--- src/rtl/if_prefetch_queue.sv ---
// -----------------------------------------------------------------------------
// if_prefetch_queue
//
// Instruction prefetch queue that sits between instruction memory and the
// IF/ID pipeline register. It fetches sequential instruction words ahead of
// the pipeline into a small FIFO. It hands them out one at a time, together
// with their pc and pc+4, whenever the consumer (IF/ID) accepts one. A taken
// branch, j or jr flushes the queue and redirects fetching. A consumer stall
// only pauses draining; fetching continues until the queue is full.
//
// Parameters
//   DEPTH     FIFO entries (power of two, >= 2)
//   RESET_PC  fetch address after reset
//
// Ports
//   clock          in   rising-edge clock
//   reset_n        in   asynchronous active-low reset
//   imem_addr      out  byte address to instruction memory (= fetch pc)
//   imem_inst      in   instruction word at imem_addr (combinational read)
//   flush          in   redirect request (taken branch / j / jr)
//   flush_pc       in   redirect target; low two bits are ignored
//   out_ready      in   consumer accepts the head entry this cycle
//   out_valid      out  head entry valid
//   out_inst       out  head instruction, 32'h0 when out_valid = 0
//   out_pc         out  address of head instruction
//   out_pc_plus_4  out  out_pc + 4
//   level          out  current occupancy
//
// Configuration
//   IF_PREFETCH_BYPASS_EN  when defined, an empty queue presents the word
//                          currently being fetched directly on the outputs.
//                          This gives zero fill latency after reset or flush.
// -----------------------------------------------------------------------------
module if_prefetch_queue #(
  parameter int          DEPTH    = 4,
  parameter logic [31:0] RESET_PC = 32'h0000_0000
) (
  input  logic                         clock,
  input  logic                         reset_n,
  output logic [31:0]                  imem_addr,
  input  logic [31:0]                  imem_inst,
  input  logic                         flush,
  input  logic [31:0]                  flush_pc,
  input  logic                         out_ready,
  output logic                         out_valid,
  output logic [31:0]                  out_inst,
  output logic [31:0]                  out_pc,
  output logic [31:0]                  out_pc_plus_4,
  output logic [$clog2(DEPTH+1)-1:0]   level
);

  localparam int PTR_W = $clog2(DEPTH);
  localparam int CNT_W = $clog2(DEPTH + 1);

  // Pointer arithmetic relies on natural wrap-around, so DEPTH must be a
  // power of two.
  if ((DEPTH < 2) || ((DEPTH & (DEPTH - 1)) != 0)) begin : g_bad_depth
    $error("if_prefetch_queue: DEPTH must be a power of two and at least 2");
  end

  // Storage and control state
  logic [31:0]      r_mem_pc   [DEPTH];
  logic [31:0]      r_mem_inst [DEPTH];
  logic [31:0]      r_fpc;
  logic [PTR_W-1:0] r_wr_ptr;
  logic [PTR_W-1:0] r_rd_ptr;
  logic [CNT_W-1:0] r_count;

  // Handshake decode
  logic w_empty;
  logic w_not_full;
  logic w_bypass;
  logic w_valid;
  logic w_fifo_pop;
  logic w_bypass_pop;
  logic w_push;
  logic w_advance;

  // Occupancy flags and the bypass qualifier
  always_comb begin
    w_empty    = (r_count == {CNT_W{1'b0}});
    w_not_full = (r_count < CNT_W'(DEPTH));
`ifdef IF_PREFETCH_BYPASS_EN
    // Reset is included so the bypass path cannot show a word while the
    // queue is held in reset.
    w_bypass   = w_empty & ~flush & reset_n;
`else
    w_bypass   = 1'b0;
`endif
  end

  // Push / pop / fetch-advance decisions
  always_comb begin
    w_valid      = ~w_empty | w_bypass;
    // Real FIFO pop only when an entry exists; a flush discards the pop.
    w_fifo_pop   = ~w_empty & out_ready & ~flush;
    // Word taken straight from memory: consumed without entering the FIFO.
    w_bypass_pop = w_bypass & out_ready;
    // When full, a simultaneous pop frees the slot that this push reuses.
    w_push       = ~flush & (w_not_full | w_fifo_pop) & ~w_bypass_pop;
    w_advance    = w_push | w_bypass_pop;
  end

  // Fetch pc, pointers, count and entry storage
  always_ff @(posedge clock or negedge reset_n) begin
    if (!reset_n) begin
      r_fpc    <= RESET_PC;
      r_wr_ptr <= {PTR_W{1'b0}};
      r_rd_ptr <= {PTR_W{1'b0}};
      r_count  <= {CNT_W{1'b0}};
      for (int i = 0; i < DEPTH; i++) begin
        r_mem_pc[i]   <= 32'h0000_0000;
        r_mem_inst[i] <= 32'h0000_0000;
      end
    end else if (flush) begin
      // Redirect wins over any push or pop in this cycle.
      r_fpc    <= {flush_pc[31:2], 2'b00};
      r_wr_ptr <= {PTR_W{1'b0}};
      r_rd_ptr <= {PTR_W{1'b0}};
      r_count  <= {CNT_W{1'b0}};
    end else begin
      if (w_push) begin
        r_mem_pc[r_wr_ptr]   <= r_fpc;
        r_mem_inst[r_wr_ptr] <= imem_inst;
        r_wr_ptr             <= r_wr_ptr + PTR_W'(1);
      end
      if (w_advance) begin
        r_fpc <= r_fpc + 32'd4;
      end
      if (w_fifo_pop) begin
        r_rd_ptr <= r_rd_ptr + PTR_W'(1);
      end
      if (w_push && !w_fifo_pop) begin
        r_count <= r_count + CNT_W'(1);
      end else if (!w_push && w_fifo_pop) begin
        r_count <= r_count - CNT_W'(1);
      end
    end
  end

  // Head-of-queue output mux
  always_comb begin
    out_valid = w_valid;
    imem_addr = r_fpc;
    level     = r_count;
    if (!w_empty) begin
      out_inst = r_mem_inst[r_rd_ptr];
      out_pc   = r_mem_pc[r_rd_ptr];
    end else if (w_bypass) begin
      out_inst = imem_inst;
      out_pc   = r_fpc;
    end else begin
      out_inst = 32'h0000_0000;
      out_pc   = 32'h0000_0000;
    end
    out_pc_plus_4 = out_pc + 32'd4;
  end

endmodule

--- config.mk ---
export PLATFORM = sky130hd
export DESIGN_NAME = if_prefetch_queue
export DESIGN_NICKNAME = d
export VERILOG_FILES = /design/src/rtl/if_prefetch_queue.sv
export SDC_FILE = /design/constraint.sdc
export NUM_CORES = 1
export LEC_CHECK = 0
export CORE_MARGIN = 4
export CORE_UTILIZATION = 59
export DETAILED_ROUTE_END_ITERATION = 10
export PLACE_DENSITY = 0.88
export SYNTH_ARGS = -nofsm -noshare
export SYNTH_HDL_FRONTEND = slang
export SYNTH_SLANG_ARGS = --single-unit
--- constraint.sdc ---
create_clock -name clock -period 10.25 [get_ports clock]
set_input_delay 2.05 -clock clock [delete_from_list [all_inputs] [get_ports clock]]
set_output_delay 2.05 -clock clock [all_outputs]
set_load 0.02 [all_outputs]
Figure 1. Congestion heat map (run 1).
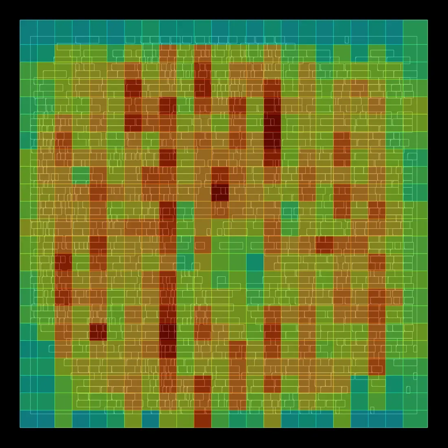
Post-Route Utilization: 73.7%
GR Util All Layers: 24.4%

Figure 2. Signal metal coverage by tile (run 1).
(2 px per µm) 32 x 32 tiles, from white (low) to dark blue (high), scaled to the fullest tile. Values are wire area over tile area, all layers added.
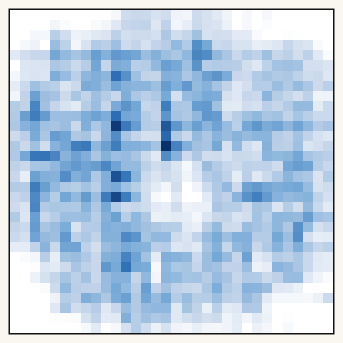
mean over tiles = 0.19
densest ninth of the die = middle left
fullest tile = 0.65
nearly empty tiles = 10%
tiles over half the peak = 12%
final wirelength: 31500 µm
per-cell routed wire length: 20.6 µm
via count: 8919

Figure 3. Clock wires, drivers and flops (run 1).
(3 px per µm)
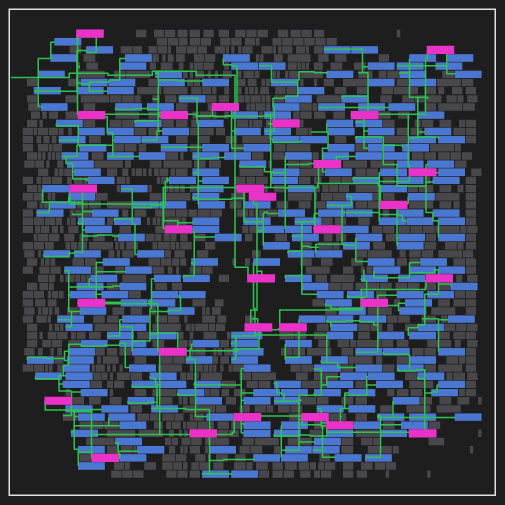
clock wires -> green  # length 3310 µm
clock drivers -> magenta  # count 29
flip-flops -> blue  # count 285
flops lie = widely spread
clock network power share: 19.1%
insertion delay at the late pin of the worst-skew pair: 540 ps
worst setup skew after layout: 13.5 ps
power dissipated in the clock network: 1.06 mW

## run 1: kinds of logic after synthesis
family | count (synthesis) | synth area share, %
adders and majority gates | 7 | 0.684
xor gates and xnor gates | 60 | 3.78
other | 1 | 0.0270
and+or+nand+nor | 223 | 8.38
DFF | 285 | 51.3
AOI/OAI and AO/OA | 47 | 1.93
muxes | 314 | 30.5
buffers and inverters | 97 | 3.44
## run 1: power by group
group          total [mW]  internal [mW]  switching (mW)  leakage [nW]
Combinational        2.53           1.37            1.16          2.99
Sequential           1.96           1.63           0.324          3.47
Clock                1.06          0.631           0.431         0.488
Total                5.55           3.63            1.92          6.95
## run 1: registers in the layout, summed over array words and instances, names as in the netlist
signal,cells
r_mem_inst,128
r_mem_pc,120
imem_addr,30
level,3
r_rd_ptr,2
r_wr_ptr,2
## run 1: synthesized netlist by cell type, drive strengths merged (17+ instances only)
master    n
dfrtp   285
mux2    249
nand2    67
mux4     60
and2     58
buf      48
nor2     34
xor2     34
o21ai    33
clkbuf   32
xnor2    26
nand3    22
inv      17
## run 1: cell usage in the layout (no fill, tap or decap), types with 4 or more instances in the layout
| cell type | synthesis | routed |
|---|---|---|
| nand2_1 | 67 | 67 |
| clkbuf_1 | 32 | 5 |
| and2_1 | 58 | 54 |
| clkinv_2 | 0 | 5 |
| mux2i_1 | 5 | 5 |
| and2_4 | 0 | 4 |
| clkbuf_8 | 0 | 12 |
| mux2_2 | 249 | 249 |
| mux4_1 | 9 | 9 |
| xor2_1 | 34 | 34 |
| clkdlybuf4s50_1 | 0 | 189 |
| xnor2_1 | 26 | 26 |
| buf_4 | 9 | 9 |
| nand3_1 | 22 | 22 |
| inv_1 | 17 | 16 |
| mux4_2 | 51 | 51 |
| ha_1 | 6 | 6 |
| nand4_1 | 10 | 10 |
| a21oi_1 | 6 | 6 |
| conb_1 | 1 | 6 |
| dfrtp_1 | 285 | 283 |
| nor3_1 | 9 | 8 |
| nor2_1 | 34 | 34 |
| clkbuf_16 | 0 | 29 |
| o21ai_0 | 33 | 33 |
| and3_1 | 5 | 5 |
## run 1: metal layers
metal,GRT usage [%],vias to the layer above
met5,0,-
met4,6.13,2
met2,42.9,274
met3,4.29,56
li1,-,3972
met1,31.8,4615
## run 1: how the worst max path moves through the flow
stage                     depth (start not counted)                 to  slack (ps)                 start
final                                            10  out_pc_plus_4[30]        3550  level[2]$_DFFE_PN0P_
after floorplan                                  13  out_pc_plus_4[30]        4480  level[0]$_DFFE_PN0P_
after detailed placement                         10  out_pc_plus_4[30]        4150  level[2]$_DFFE_PN0P_
after global routing                             10  out_pc_plus_4[30]        3280  level[2]$_DFFE_PN0P_
after CTS                                        10  out_pc_plus_4[30]        3560  level[2]$_DFFE_PN0P_
after global placement                           10  out_pc_plus_4[30]        4210  level[2]$_DFFE_PN0P_
## run 1: critical path, cell delays in order, from the launching register on
cell and delay (ps):
dfrtp_1 600, nor3_2 80, buf_4 200, inv_2 350, buf_4 490, nand2_1 220
or3_1 520, or4_4 630, nor2_1 150, xor2_1 150, clkdlybuf4s50_1 680
==> CHANGELOG.md, run 1 <==
### Physical design

* Outcome: completed
* Layout multi-input combinational cell count at 657
* Accumulated negative setup slack at 0 ps
* Hold Path Cell Cnt at 1
* Remaining design rule violation count at 0
* Maximum net fanout on the critical path at 42
* Worst reg-to-reg path cell count at 4
* Non-clock inverters at 17
* Seq. cell area at 7140 µm²
* Total standard cell area after synthesis at 13900 µm²
* Repair and plain buffers at 200
* Maximum capacitance violations at 0
* Worst slack at placement at 4150 ps
* Max-slew headroom at 32.0%
* Lkg Pwr at between 6 and 7 nW
* Largest buffer count on any clock path at 3
* Layout cells sized above 1 at about 31%
* Transition at the pin with the smallest max-transition slack at 1020 ps
* Height of the die at 162 µm
* Period utilisation layout at 65.4%
* Capture instance of the worst register-to-register path: r_mem_inst[96]$_DFFE_PN0P_
* Share of cell area taken by multi-input logic gates at between 30% and 40%
* Yosys cell count at 1034
* First-pass DRT Iterations at 5
* Num Clock Sinks at 285
* TritonCTS clock tree: built
* Count of standard-cell rows at roughly 55
* Global-route wire length before repair at 51400 µm
* Number of fill cells in the layout at 1493
* Nets at 1265
* Number of buffers inserted by port buffering at around 190
* Floorplan core area at 22900 µm²
* Final cell count without fillers at around 1500
* Number of synthesized register bits at ~290
* Number of buffers created by CTS at 29
* Areal power density over the cells at 329 nW/µm²
* Post-Place Cell Area at 15900 µm²
* Post-route cell area at between 15000 and 20000 µm²
* Top layer reached by signal wires: met5
* Proportion of register bits with asynchronous set or reset after synthesis at 100%
* Setup slack after layout at 3550 ps
* Number of clock buffers in the layout at 46
* Number of antenna repair diodes at 0
* Final setup vio count at 0
Figure 4. I/O nets highlighted (run 1).
(3 px per µm)
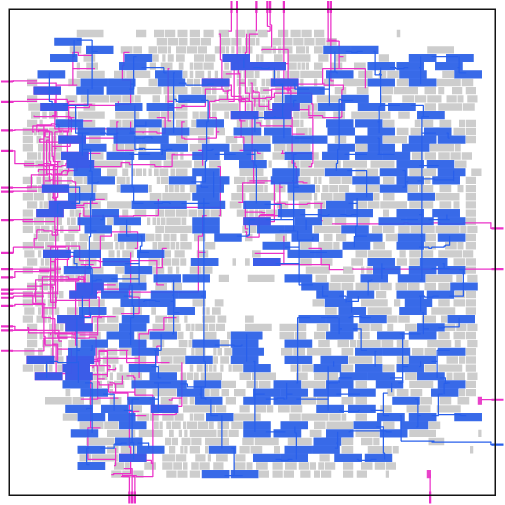

==> run 2, diff against run 1 <==
--- a/config.mk
+++ b/config.mk
@@ -6,9 +6,9 @@
 export NUM_CORES = 1
 export LEC_CHECK = 0
 export CORE_MARGIN = 4
-export CORE_UTILIZATION = 59
+export CORE_UTILIZATION = 55
 export DETAILED_ROUTE_END_ITERATION = 10
-export PLACE_DENSITY = 0.88
+export PLACE_DENSITY = 0.83
 export SYNTH_ARGS = -nofsm -noshare
 export SYNTH_HDL_FRONTEND = slang
 export SYNTH_SLANG_ARGS = --single-unit
==> constraint.sdc (replaced) <==
create_clock -name clock -period 6.8 [get_ports clock]
set_input_delay 1.36 -clock clock [delete_from_list [all_inputs] [get_ports clock]]
set_output_delay 1.36 -clock clock [all_outputs]
set_load 0.02 [all_outputs]
Figure 5. I/O nets highlighted (run 2).
(3 px per µm)
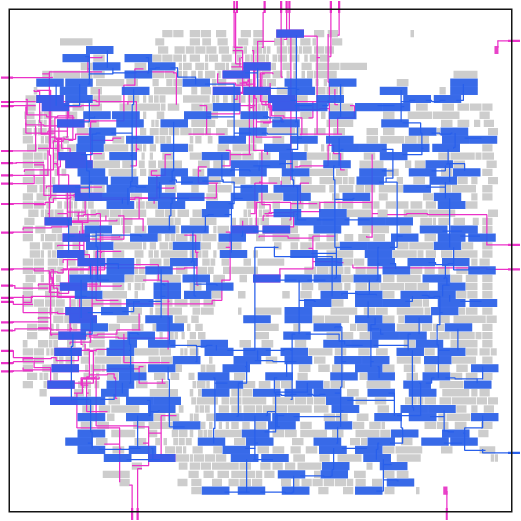
`imem_addr` -> magenta  # bits 32, direction output, end cells 32, wire 3120 µm
`reset_n` -> blue  # bits 1, direction input, end cells 285, wire 1980 µm
num ports: 200
number of buffers inserted by port buffering: 191

==> run 2 against run 1 <==
Routed wire length rose by 3.2%. Core utilization fell by 4.6 points. Area after synthesis did not move. Non-clock buffer count rose by 7. Highest routed layer is now met4.
==> CHANGELOG.md, run 2 <==
### Physical design

* Hold Path Cell Cnt at 1 (unchanged)
* Capture instance of the worst register-to-register path: r_mem_inst[3]$_DFFE_PN0P_
* Transition at the pin with the smallest max-transition slack at 969 ps (-51.5 ps)
* Leading post-synthesis cells by instance count: 285 x dfrtp_1, 249 x mux2_2, 67 x nand2_1
* Remaining design rule violation count at 0 (unchanged)
* TritonCTS clock tree: built
* Num Clock Sinks at 285 (unchanged)
* Maximum capacitance violations at 0 (unchanged)
* Per-cell routed wire length at 21.0 µm (+1.9%)
* Total standard cell area after synthesis at 13900 µm² (unchanged)
* Commonest non-fill, non-tap cell in the layout: dfrtp_1
* Relative contribution of sequential cells to total power at 35.0% (-0.3 points)
* GR Util All Layers at 23.3% (-1.1 points)
* Number of synthesized register bits at 285 (unchanged)
* Worst reg-to-reg path cell count at 5 (+1)
* Count of standard-cell rows at 57 (+3.6%)
* Worst setup skew after layout at 9.34 ps (-4.15 ps)
* Final setup vio count at 0 (unchanged)
* Top Layout Cells: 283 x dfrtp_1, 249 x mux2_2, 189 x clkdlybuf4s50_1
* Maximum net fanout on the critical path at 34 (-19%)
* Adder-cell share of the synthesized area at 0.684% (unchanged)
* Accumulated negative setup slack at 0 ps (unchanged)
* Areal power density over the cells at 497 nW/µm² (+51%)
* Post-Place Cell Area at 16000 µm² (+0.45%)
* Main logic family after synthesis: multiplexers
* Number of buffers created by CTS at 30 (+3.4%)
* Sw frac at 34.7% (+0.19 points)
* Period utilisation layout at 87.4%
* First-pass DRT Iterations at 4 (-1)
* Max reg flops at 128 (unchanged)
* Compound-Gate Fraction of Synth Area at 1.93% (unchanged)
* Multiplexer area fraction after synthesis at 30.5% (unchanged)
* Insertion delay at the late pin of the worst-skew pair at 550 ps (about the same)
* Setup slack after layout at 857 ps (-2690 ps)
* Floorplan core area at 24600 µm² (+7.4%)
* Max-slew headroom at 35.4% (+3.4 points)
* Internal power consumption at 5.51 mW (+52%)
* Via count at 8938 (+0.21%)
* Yosys cell count at 1034 (unchanged)
* Outcome: completed
* Largest reg by FF count: r_mem_inst
* Height of the die at 167 µm (+3.4%)
* Final wirelength at 32500 µm (+3.2%)
* Post-Synth XOR/XNOR Area at 3.78% (unchanged)
run 2: cell count changes in the layout (fill, tap and decap cells not counted), moves of 2 or more:
cell and delta:
buf_4 +6, clkbuf_8 -5, clkinvlp_4 +5, and2_2 +4, and2_4 -4, clkbuf_1 -2, clkbuf_16 +2
run 2: cell type report:
class / count / area, µm² / area share (%)
repair buffers: 207 / 2040 / 12.0
multi-input cells: 657 / 6330 / 37.2
inverters: 17 / 63.8 / 0.375
clock inverters: 15 / 144 / 0.846
clock buffers: 41 / 883 / 5.19
well taps: 324 / 405 / 2.38
flip-flops and latches: 285 / 7140 / 42.0
run 2: logic make-up after synthesis:
family,count (synthesis)
muxes,314
other,1
AOI/OAI and AO/OA,47
xor gates and xnor gates,60
buffers and inverters,97
DFF,285
and+or+nand+nor,223
adders and majority gates,7
run 2: critical path, cell delays in order, from the launching register on:
cell and delay [ps]:
dfrtp_2 960, mux4_2 390, nand2_1 80, inv_1 110
ha_1 190, nand3_1 180, or3_1 480, or4_4 630
nor2_1 170, xor2_1 170, clkdlybuf4s50_1 650
run 2: worst max path at each step:
stage	startpoint	to	slack, ps	cells after the start
detailed placement	r_rd_ptr[1]$_DFFE_PN0P_	out_pc_plus_4[30]	1410	10
floorplan	level[0]$_DFFE_PN0P_	out_pc_plus_4[30]	1720	13
finish	r_rd_ptr[1]$_DFFE_PN0P_	out_pc_plus_4[30]	860	10
global placement	r_rd_ptr[1]$_DFFE_PN0P_	out_pc_plus_4[30]	1450	10
CTS	r_rd_ptr[1]$_DFFE_PN0P_	out_pc_plus_4[30]	810	10
global route	r_rd_ptr[1]$_DFFE_PN0P_	out_pc_plus_4[30]	660	10
run 2: per-stage QoR:
stage / cells / util (%) / total power, mW
4_1_cts: 1546 / 69.1 / 8.52
6_report: 1546 / 69.1 / 8.45
3_5_place_dp: 1490 / 64.9 / 6.80
5_1_grt: 1546 / 69.1 / 8.90
2_1_floorplan: 1039 / - / 5.34
3_3_place_gp: 1490 / 64.9 / 6.66
run 2: power groups by stage:
| stage | Clock (mW) | Combinational, mW | Sequential [mW] |
|---|---|---|---|
| 6_report | 1.66 | 3.83 | 2.96 |
| 5_1_grt | 1.77 | 4.09 | 3.04 |
| 3_5_place_dp | 0 | 3.84 | 2.96 |
| 3_3_place_gp | 0 | 3.76 | 2.91 |
| 4_1_cts | 1.69 | 3.87 | 2.95 |
| 2_1_floorplan | 0 | 2.57 | 2.78 |
run 2: routing by layer:
metal / part of all wire [%] / track usage (%) / wire length [µm]
met4: 1.8 / 5.91 / 597
met1: 42 / 31.9 / 13700
met2: 50 / 39.6 / 16300
met3: 5.8 / 3.46 / 1890
met5: 0 / 0 / 0
Figure 6. Gate families picked out (run 2).
(2 px per µm)
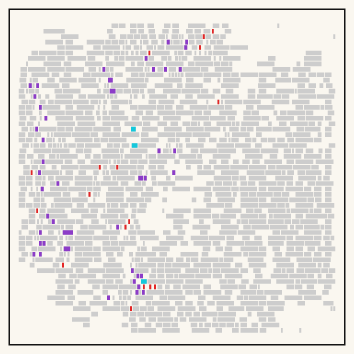

==> run 3, diff against run 2 <==
--- a/config.mk
+++ b/config.mk
@@ -6,9 +6,10 @@
 export NUM_CORES = 1
 export LEC_CHECK = 0
 export CORE_MARGIN = 4
-export CORE_UTILIZATION = 55
+export CORE_UTILIZATION = 57
+export CTS_BUF_LIST = sky130_fd_sc_hd__clkbuf_4
 export DETAILED_ROUTE_END_ITERATION = 10
-export PLACE_DENSITY = 0.83
+export PLACE_DENSITY = 0.85
 export SYNTH_ARGS = -nofsm -noshare
 export SYNTH_HDL_FRONTEND = slang
 export SYNTH_SLANG_ARGS = --single-unit
Figure 7. Gate families picked out (run 3).
(2 px per µm)
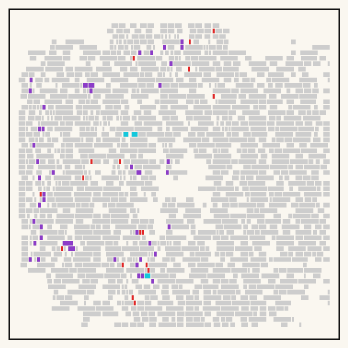
inverting AOI/OAI gates -> purple  # cells 44, most used o21ai_0
inverters -> red  # cells 17, most used inv_1
AND-OR and OR-AND gates -> cyan  # cells 3, most used a211o_1
final cell count without fillers: 1600
share of cell area taken by multi-input logic gates: 37.7%
commonest non-fill, non-tap cell in the layout: dfrtp_1

==> run 3 against run 2 <==
Non-clock buffer count fell by 4. Worst hold slack barely moved. Global-route usage rose by 0.89 points. Critical path depth did not move. Sequential cell count did not move. Routed wire length fell by 2.7%. Maximum frequency rose by 0.21%. Largest cell class unchanged. Die area fell by 3.3%. Register-to-register slack improved by 210 ps. Clock-buffer cell count rose by 62. Largest power group unchanged. First-iteration DRC count fell by 6.5%. Final area fell by 1.2%.
==> CHANGELOG.md, run 3 <==
### Physical design

* Floorplan core area at 23800 µm² (-3.5%)
* Max-slew headroom at 28.0% (-7.3 points)
* Final setup vio count at 0 (unchanged)
* Outcome: completed
* Maximum capacitance violations at 0 (unchanged)
* Share of the synthesized area in the top cell type at around 51%
* Number of buffers created by CTS at 75 (+150%)
* First-pass DRT Iterations at 5 (+1)
* Yosys cell count at 1034 (unchanged)
* Areal power density over the cells at 484 nW/µm² (-2.6%)
* Via count at 9125 (+2.1%)
* Crit-path max cell delay at 880 ps (-80 ps)
* CP bufs+invs at 2 (unchanged)
* Global-route wire length before repair at 51200 µm
* Total standard cell area after synthesis at 13900 µm² (unchanged)
* Num Clock Sinks at 285 (unchanged)
* Ordered cell list for the critical path: mux4_2 > nand2_1 > inv_1 > ha_1 > nand3_1 > or3_1 > or4_4 > nor2_1 > xor2_1 > clkdlybuf4s50_1
* TritonCTS clock tree: built
* Top Layout Cells: 283 x dfrtp_1, 249 x mux2_2, 189 x clkdlybuf4s50_1
* Transition at the pin with the smallest max-transition slack at 1080 ps (+110 ps)
* Worst setup skew after layout at 24.6 ps (+15.2 ps)
* Crit-path leading delay family: simple AND/OR/NAND/NOR gates
* Period utilisation layout at 87.2% (-0.19 points)
* Internal power consumption at 5.26 mW (-4.6%)
* Half-perimeter wire length of the detailed placement result at 20200 µm
* GR Util All Layers at 24.2% (+0.89 points)
* Number of synthesized register bits at 285 (unchanged)
* Accumulated negative setup slack at 0 ps (unchanged)
* Per-cell routed wire length at 19.8 µm (-6.0%)
* Max reg flops at 128 (unchanged)
* Height of the die at 164 µm (-1.7%)
* Leading post-synthesis cells by instance count: 285 x dfrtp_1, 249 x mux2_2, 67 x nand2_1
* Maximum number of pins on one net before global-route repair at roughly 150
* Sequential cell area fraction in the yosys report at 51.3%
* Critical Path Slowest Stage Cell: dfrtp_4
* Relative contribution of sequential cells to total power at 36.3% (+1.3 points)
* Insertion delay at the late pin of the worst-skew pair at 670 ps (+120 ps)
* Largest reg by FF count: r_mem_inst
* Largest buffer count on any clock path at 3
* Num ports at 200 (unchanged)
==> run 3: cell counts after synthesis <==
No cell type changed its count.
==> run 3: kinds of logic after synthesis <==
family,Yosys count,share of synthesized area (%)
compound gates,47,1.93
xor+xnor,60,3.78
fa+ha+maj,7,0.684
buf+inv,97,3.44
flops,285,51.3
mux,314,30.5
other cells,1,0.0270
simple gates,223,8.38
==> run 3: stage by stage <==
| stage | setup slack (ps) | cells | total power, mW | cell area [µm²] | util (%) |
|---|---|---|---|---|---|
| floorplan | 1720 | 1039 | 5.34 | 13900 | - |
| global placement | 1590 | 1481 | 6.68 | 15900 | 67.1 |
| detailed placement | 1560 | 1481 | 6.80 | 15900 | 67.1 |
| CTS | 819 | 1599 | 8.21 | 16800 | 70.7 |
| global route | 655 | 1600 | 8.64 | 16800 | 70.7 |
| finish | 869 | 1600 | 8.13 | 16800 | 70.7 |
==> run 3: routing by layer <==
layer  vias to the layer above  routed length (µm)  global-route usage [%]  share of wire [%]
met1                      4673               13200                    31.6                 42
li1                       4088                   -                       -                  -
met5                         -                   0                       0                  0
met4                         0                 692                    8.54                2.2
met2                       309               15800                    40.4                 50
met3                        55                1910                    5.19                6.0
==> run 3: layout make-up <==
| type | count | area [µm²] | share of cell area, % |
|---|---|---|---|
| antenna | 1 | 2.50 | 0.0149 |
| clock buffer | 103 | 773 | 4.60 |
| clock inverter | 15 | 85.1 | 0.506 |
| inverter | 17 | 63.8 | 0.380 |
| multi-input combinational | 657 | 6330 | 37.7 |
| sequential | 285 | 7140 | 42.5 |
| tap | 319 | 399 | 2.38 |
| timing repair buffer | 203 | 2010 | 12.0 |
==> run 3: power by group through the flow <==
stage	clock network, mW	logic, mW	registers (mW)
after floorplan	0	2.57	2.78
after global placement	0	3.76	2.92
after detailed placement	0	3.83	2.97
after CTS	1.42	3.85	2.95
after global routing	1.51	4.09	3.04
final	1.38	3.80	2.95
==> run 3: worst paths after layout <==
check,startpoint,to,depth (start not counted)
max in group asynchronous,reset_n,r_mem_pc[86]$_DFFE_PN0P_,2
hold reg to reg,r_mem_pc[95]$_DFFE_PN0P_,r_mem_pc[95]$_DFFE_PN0P_,1
hold / removal,r_mem_pc[95]$_DFFE_PN0P_,r_mem_pc[95]$_DFFE_PN0P_,1
setup reg to reg,imem_addr[2]$_DFFE_PN0N_,imem_addr[30]$_DFFE_PN0N_,7
min in group asynchronous,reset_n,r_mem_inst[69]$_DFFE_PN0P_,1
setup / recovery,r_rd_ptr[0]$_DFFE_PN0P_,out_pc_plus_4[30],10
No activity file was given, so power comes from the tool's default toggle rates.
